### src/rtl/double_mem_sequencer_if.sv
// Bundle of request, data-memory and write-back signals around the double-word
// MEM-stage sequencer.
//   slave  : the sequencer (consumes requests and read data, drives memory/WB/stall)
//   master : the pipeline/memory side (drives requests and read data)
interface double_mem_sequencer_if #(
  parameter int unsigned DATA_W = 32,
  parameter int unsigned ADDR_W = 32,
  parameter int unsigned REG_W  = 4
);
  logic              req_valid;
  logic [5:0]        req_op;
  logic [REG_W-1:0]  req_rd;
  logic [ADDR_W-1:0] req_addr;
  logic [DATA_W-1:0] req_wdata_lo;
  logic [DATA_W-1:0] req_wdata_hi;
  logic [DATA_W-1:0] mem_rdata;
  logic [ADDR_W-1:0] mem_addr;
  logic              mem_ren;
  logic              mem_wen;
  logic [DATA_W-1:0] mem_wdata;
  logic              wb_en;
  logic [REG_W-1:0]  wb_rd;
  logic [DATA_W-1:0] wb_data;
  logic              stall;
  logic              done;
  logic              exc_odd;

  modport slave (
    input  req_valid, req_op, req_rd, req_addr, req_wdata_lo, req_wdata_hi, mem_rdata,
    output mem_addr, mem_ren, mem_wen, mem_wdata, wb_en, wb_rd, wb_data, stall, done, exc_odd
  );

  modport master (
    output req_valid, req_op, req_rd, req_addr, req_wdata_lo, req_wdata_hi, mem_rdata,
    input  mem_addr, mem_ren, mem_wen, mem_wdata, wb_en, wb_rd, wb_data, stall, done, exc_odd
  );
endinterface

### src/rtl/double_mem_sequencer.sv
// MEM-stage responder for double-word ops (LDW op 8, SDW op 9). An accepted
// request is split into two word accesses, addr then addr+1, over the next two
// cycles. LDW writes back rd and rd+1; SDW stores the lo/hi words.
// Ports:
//   clk  : clock, all state on posedge
//   rst  : synchronous active-high reset
//   bus  : slave side of double_mem_sequencer_if (request in, memory/WB out,
//          stall, done and odd-rd exception pulses)
module double_mem_sequencer #(
  parameter int unsigned DATA_W = 32,
  parameter int unsigned ADDR_W = 32,
  parameter int unsigned REG_W  = 4
) (
  input logic                  clk,
  input logic                  rst,
  double_mem_sequencer_if.slave bus
);

  typedef enum logic [1:0] {StIdle, StFirst, StSecond} state_e;

  state_e            state_q, state_d;
  logic              sdw_q;
  logic [REG_W-1:0]  rd_q;
  logic [ADDR_W-1:0] addr_q;
  logic [DATA_W-1:0] wdata_lo_q;
  logic [DATA_W-1:0] wdata_hi_q;

  logic is_dbl;
  logic in_first;
  logic accept;
  logic unused_op_hi;

  // Only the low nibble of the op code selects a double op.
  assign unused_op_hi = ^bus.req_op[5:4];
  assign is_dbl       = (bus.req_op[3:0] == 4'd8) || (bus.req_op[3:0] == 4'd9);
  assign in_first     = (state_q == StFirst);
  assign accept       = bus.req_valid & is_dbl & ~bus.req_rd[0] & ~in_first;
  assign bus.exc_odd  = bus.req_valid & is_dbl &  bus.req_rd[0] & ~in_first;
  assign bus.stall    = accept | in_first;

  always_ff @(posedge clk) begin
    if (rst) begin
      state_q    <= StIdle;
      sdw_q      <= 1'b0;
      rd_q       <= '0;
      addr_q     <= '0;
      wdata_lo_q <= '0;
      wdata_hi_q <= '0;
    end else begin
      state_q <= state_d;
      if (accept) begin
        sdw_q      <= (bus.req_op[3:0] == 4'd9);
        rd_q       <= bus.req_rd;
        addr_q     <= bus.req_addr;
        wdata_lo_q <= bus.req_wdata_lo;
        wdata_hi_q <= bus.req_wdata_hi;
      end
    end
  end

  // Memory/WB/done decode from registered state only; unused outputs held at 0.
  always_comb begin
    state_d       = state_q;
    bus.mem_addr  = '0;
    bus.mem_ren   = 1'b0;
    bus.mem_wen   = 1'b0;
    bus.mem_wdata = '0;
    bus.wb_en     = 1'b0;
    bus.wb_rd     = '0;
    bus.wb_data   = '0;
    bus.done      = 1'b0;
    case (state_q)
      StIdle: begin
        if (accept) state_d = StFirst;
      end
      StFirst: begin
        bus.mem_addr = addr_q;
        if (sdw_q) begin
          bus.mem_wen   = 1'b1;
          bus.mem_wdata = wdata_lo_q;
        end else begin
          bus.mem_ren = 1'b1;
          bus.wb_en   = 1'b1;
          bus.wb_rd   = rd_q;
          bus.wb_data = bus.mem_rdata;
        end
        state_d = StSecond;
      end
      StSecond: begin
        // Wraps to 0 past the top of the address space.
        bus.mem_addr = addr_q + ADDR_W'(1);
        if (sdw_q) begin
          bus.mem_wen   = 1'b1;
          bus.mem_wdata = wdata_hi_q;
        end else begin
          bus.mem_ren = 1'b1;
          bus.wb_en   = 1'b1;
          // rd_q is even, so +1 cannot carry out.
          bus.wb_rd   = rd_q + REG_W'(1);
          bus.wb_data = bus.mem_rdata;
        end
        bus.done = 1'b1;
        // Back-to-back acceptance skips the idle bubble.
        state_d  = accept ? StFirst : StIdle;
      end
      default: state_d = StIdle;
    endcase
  end

endmodule

### src/flat_wrapper.sv
// flat-port wrapper written by rule: the top's interface ports become plain ports
module double_mem_sequencer_flat 
#(
  parameter int unsigned DATA_W = 32,
  parameter int unsigned ADDR_W = 32,
  parameter int unsigned REG_W  = 4
)
  (clk, rst, bus_req_valid, bus_req_op, bus_req_rd, bus_req_addr, bus_req_wdata_lo, bus_req_wdata_hi, bus_mem_rdata, bus_mem_addr, bus_mem_ren, bus_mem_wen, bus_mem_wdata, bus_wb_en, bus_wb_rd, bus_wb_data, bus_stall, bus_done, bus_exc_odd);
  double_mem_sequencer_if #(.DATA_W(DATA_W), .ADDR_W(ADDR_W), .REG_W(REG_W)) bus_i ();
  input logic clk;
  input logic rst;
  input wire logic [$bits(bus_i.req_valid)-1:0] bus_req_valid;
  input wire logic [$bits(bus_i.req_op)-1:0] bus_req_op;
  input wire logic [$bits(bus_i.req_rd)-1:0] bus_req_rd;
  input wire logic [$bits(bus_i.req_addr)-1:0] bus_req_addr;
  input wire logic [$bits(bus_i.req_wdata_lo)-1:0] bus_req_wdata_lo;
  input wire logic [$bits(bus_i.req_wdata_hi)-1:0] bus_req_wdata_hi;
  input wire logic [$bits(bus_i.mem_rdata)-1:0] bus_mem_rdata;
  output wire logic [$bits(bus_i.mem_addr)-1:0] bus_mem_addr;
  output wire logic [$bits(bus_i.mem_ren)-1:0] bus_mem_ren;
  output wire logic [$bits(bus_i.mem_wen)-1:0] bus_mem_wen;
  output wire logic [$bits(bus_i.mem_wdata)-1:0] bus_mem_wdata;
  output wire logic [$bits(bus_i.wb_en)-1:0] bus_wb_en;
  output wire logic [$bits(bus_i.wb_rd)-1:0] bus_wb_rd;
  output wire logic [$bits(bus_i.wb_data)-1:0] bus_wb_data;
  output wire logic [$bits(bus_i.stall)-1:0] bus_stall;
  output wire logic [$bits(bus_i.done)-1:0] bus_done;
  output wire logic [$bits(bus_i.exc_odd)-1:0] bus_exc_odd;
  assign bus_i.req_valid = bus_req_valid;
  assign bus_i.req_op = bus_req_op;
  assign bus_i.req_rd = bus_req_rd;
  assign bus_i.req_addr = bus_req_addr;
  assign bus_i.req_wdata_lo = bus_req_wdata_lo;
  assign bus_i.req_wdata_hi = bus_req_wdata_hi;
  assign bus_i.mem_rdata = bus_mem_rdata;
  assign bus_mem_addr = bus_i.mem_addr;
  assign bus_mem_ren = bus_i.mem_ren;
  assign bus_mem_wen = bus_i.mem_wen;
  assign bus_mem_wdata = bus_i.mem_wdata;
  assign bus_wb_en = bus_i.wb_en;
  assign bus_wb_rd = bus_i.wb_rd;
  assign bus_wb_data = bus_i.wb_data;
  assign bus_stall = bus_i.stall;
  assign bus_done = bus_i.done;
  assign bus_exc_odd = bus_i.exc_odd;
  double_mem_sequencer #(.DATA_W(DATA_W), .ADDR_W(ADDR_W), .REG_W(REG_W)) u_core (.clk(clk), .rst(rst), .bus(bus_i));
endmodule
### config.mk
export PLATFORM = sky130hd
export DESIGN_NAME = double_mem_sequencer_flat
export DESIGN_NICKNAME = d
export VERILOG_FILES = /design/src/rtl/double_mem_sequencer_if.sv /design/src/rtl/double_mem_sequencer.sv /design/src/flat_wrapper.sv
export SDC_FILE = /design/constraint.sdc
export NUM_CORES = 1
export LEC_CHECK = 0
export CORE_MARGIN = 1
export CORE_UTILIZATION = 38
export DETAILED_ROUTE_END_ITERATION = 10
export GPL_ROUTABILITY_DRIVEN = 0
export PLACE_DENSITY = 0.84
export SLEW_MARGIN = 10
export SYNTH_ARGS = -nofsm -noshare
export SYNTH_HDL_FRONTEND = slang
export SYNTH_SLANG_ARGS = --single-unit
### constraint.sdc
create_clock -name clk -period 2.6 [get_ports clk]
set_input_delay 0.78 -clock clk [delete_from_list [all_inputs] [get_ports clk]]
set_output_delay 0.78 -clock clk [all_outputs]
set_load 0.01 [all_outputs]
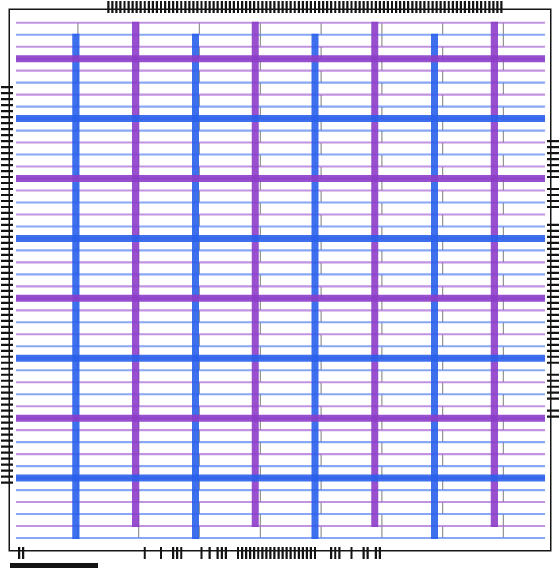
Fig. 1. Power grid.
Scale bar: 20 um. Pins as bars on the die edge. Tap cells in grey.
legend:
  purple:
    net: VDD
  blue:
    net: VSS
met1 rails: 44
signal pins: 247
rows: 43
tap cells: 180
VDD IR max: 0.000441 V
Die X: 123 um
Die Height: 123 um

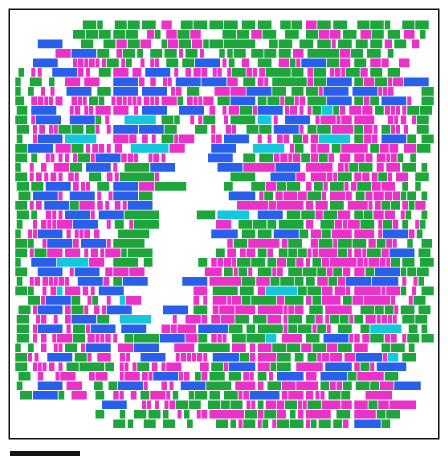
Fig. 2. Placement by cell class.
Scale bar: 20 um.
legend:
  green:
    class: remaining buffers and delay cells
    cells: 439
  magenta:
    class: combinational and other logic
    cells: 609
  cyan:
    class: clock drivers and dummy loads
    cells: 16
  blue:
    class: sequential cells
    cells: 103
Site Rows: 43
Seq/total area: 0.194
Util after Layout: 0.767
post-route cell area: 10800 um2
CORE AREA: 14000 um2

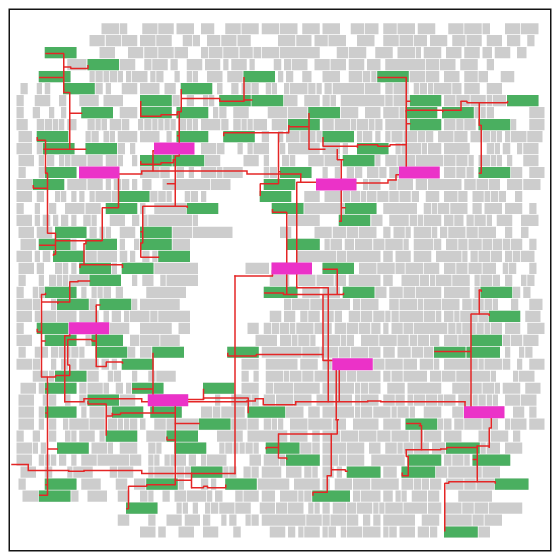
Fig. 3. Clock wires, drivers and flops.
legend:
  red:
    item: clock wires
    length: 1320 um
  magenta:
    item: clock drivers
    count: 9
  green:
    item: flip-flops
    count: 103
flops lie: spread over the die
routed clock nets: 10
clk_lat worst skew: 360 ps
clock-net power: 1430 uW
skew final: 9.60 ps
clock power share: 0.410

==> reports/results.txt <==
status: complete, but fails checks
failing checks: setup timing
DRC viols: 0
H-tree Lvls: 3
Worst R2R Path Depth: 9
Worst setup EP type: output pin
DP HPWL: 14.7 mm
syn_nets: 924
Critical Path RT: 1820 ps
# setup viols final: 61
register share after synthesis: 0.373
global-route wire length before repair: 36.5 mm
Synth top cell by count: nand2_1
I/O pins: 247
TritonCTS Buffers: 9
largest net degree at the start of global routing: 46
CTS Buffer Depth: 2
setup_tns: -12130 ps
# clock sinks: 103
Init Core Util: 0.393
Reg-to-Reg End: u_core.addr_q[8]
Power per Cell Area: 323 nW/um2
Yosys Chip Area: 5520 um2
vias in the first global route: 7168
Detail Route Antenna Nets: 0
Hold Path Cell Cnt: 2
async set-reset flop share out of synthesis: 0
via count: 8004
TritonCTS clock tree: built
Mapped Cells: 777
Critical Path Source Type: flip-flop
Cells after DPL: 1240
Setup WS post-layout: -615 ps
minimum clock period: 3220 ps
crit path from: u_core.addr_q[11]
WL final: 28.2 mm
Die ar.: 15000 um2
DP Worst Slack: -497 ps
leading area contributor after synthesis: dfxtp_1
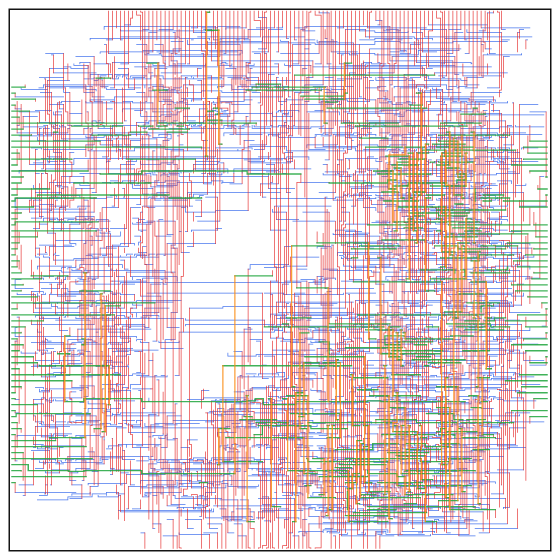
Fig. 4. Metal layers overlaid.
legend:
  orange:
    layer: metal 4
    wire_length: 1550 um
  blue:
    layer: metal 1
    wire_length: 10300 um
  green:
    layer: metal 3
    wire_length: 2780 um
  red:
    layer: metal 2
    wire_length: 13500 um

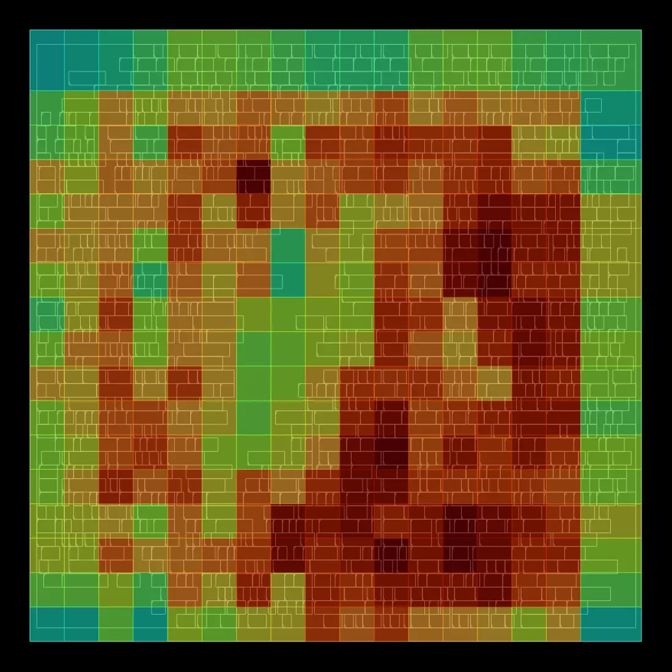
Fig. 5. Routing congestion.
routing usage on met3: 0.0892
met1 Use GR: 0.363
GRT Total Usage: 0.313
post-DR wirelength/cell: 20.9 um
grt met2 use: 0.534

routing by layer:
layer  GRT usage  part of all wire  up-vias
li1            -                 -     3457
met1       0.363              0.37     3743
met2       0.534              0.48      621
met3      0.0892             0.099      183
met4       0.139             0.055        0
met5           0                 0        -
sequential cells by signal (all words and copies together) (netlist names):
name,cells
u_core.addr_q,32
u_core.rd_q,4
u_core.sdw_q,1
u_core.state_q,2
u_core.wdata_hi_q,32
u_core.wdata_lo_q,32
worst max-delay path, cell delays in order (launching register included):
cell	delay, ps
dfxtp_2	380
buf_6	120
nand4_1	130
buf_4	190
nor4_4	330
buf_6	170
buf_6	100
buf_6	110
a31oi_1	90
a31oi_1	260
buf_2	190
where the power goes:
| part | total [uW] | leakage, uW | internal [uW] | switching (uW) |
|---|---|---|---|---|
| clock network | 1430 | 0.000152 | 760 | 666 |
| logic | 441 | 0.00335 | 280 | 161 |
| registers | 1610 | 0.000839 | 1590 | 18.2 |
| total | 3480 | 0.00434 | 2630 | 845 |
cell families (layout without fill, tap and decap cells):
logic type,count (synthesis),after routing,share of synthesized area
flops,103,103,0.373
compound gates,210,210,0.230
fa+ha+maj,6,6,0.0136
xor+xnor,1,1,0.00159
mux,2,2,0.00385
buf+inv,75,465,0.0596
simple gates,380,380,0.318
cell type report:
cell class                      count  area (um2)
Clock buffer                        9         225
Inverter                           10        52.6
Timing Repair Buffer              439        4190
Tap cell                          180         225
Sequential cell                   103        2090
Multi-Input combinational cell    599        3910
Clock inverter                      7        77.6
Fill cell                         907        3280
per-stage QoR:
| stage | power [uW] | hold slack (ps) |
|---|---|---|
| 3_5_place_dp | 2010 | 447 |
| 4_1_cts | 3430 | 461 |
| 3_3_place_gp | 2010 | 441 |
| 6_report | 3480 | 468 |
| 2_1_floorplan | 1730 | 436 |
| 5_1_grt | 3570 | 486 |
repair_timing:
action	in CTS	in global routing
setup buffers	47	42
pin swaps	39	79
hold buffers	0	0
gates cloned	4	6
resized	515	188
setup endpoints to repair	105	93
cells in the final DEF, fill, tap and decap left out, types with 5 or more instances in the layout:
master             n
dfxtp_2           11
a21oi_2            6
nand2_1          217
dfxtp_1           89
a21oi_1          105
clkbuf_16         15
nor2_1            36
o21ai_2            5
nor2_2             6
buf_12            14
dlygate4sd2_1      5
a31oi_1           10
buf_2             63
buf_6             94
nand4_1           12
o21ai_0            7
clkdlybuf4s50_1  135
buf_4            104
a22oi_2           33
nor4_4             6
clkbuf_2           9
nand3_1           14
o21ai_1            6
and2_4            26
and2_1            10
how the worst min path moves through the flow:
| stage | startpoint | end | slack, ps |
|---|---|---|---|
| finish | u_core.wdata_lo_q[9] | u_core.wdata_lo_q[9] | 470 |
| CTS | u_core.wdata_hi_q[16] | u_core.wdata_hi_q[16] | 460 |
| detailed placement | u_core.wdata_hi_q[19] | u_core.wdata_hi_q[19] | 450 |
| global route | u_core.wdata_hi_q[20] | u_core.wdata_hi_q[20] | 490 |
| global placement | u_core.wdata_hi_q[1] | u_core.wdata_hi_q[1] | 440 |
| floorplan | u_core.wdata_hi_q[0] | u_core.wdata_hi_q[0] | 440 |
Power and IR drop assume default switching activity.
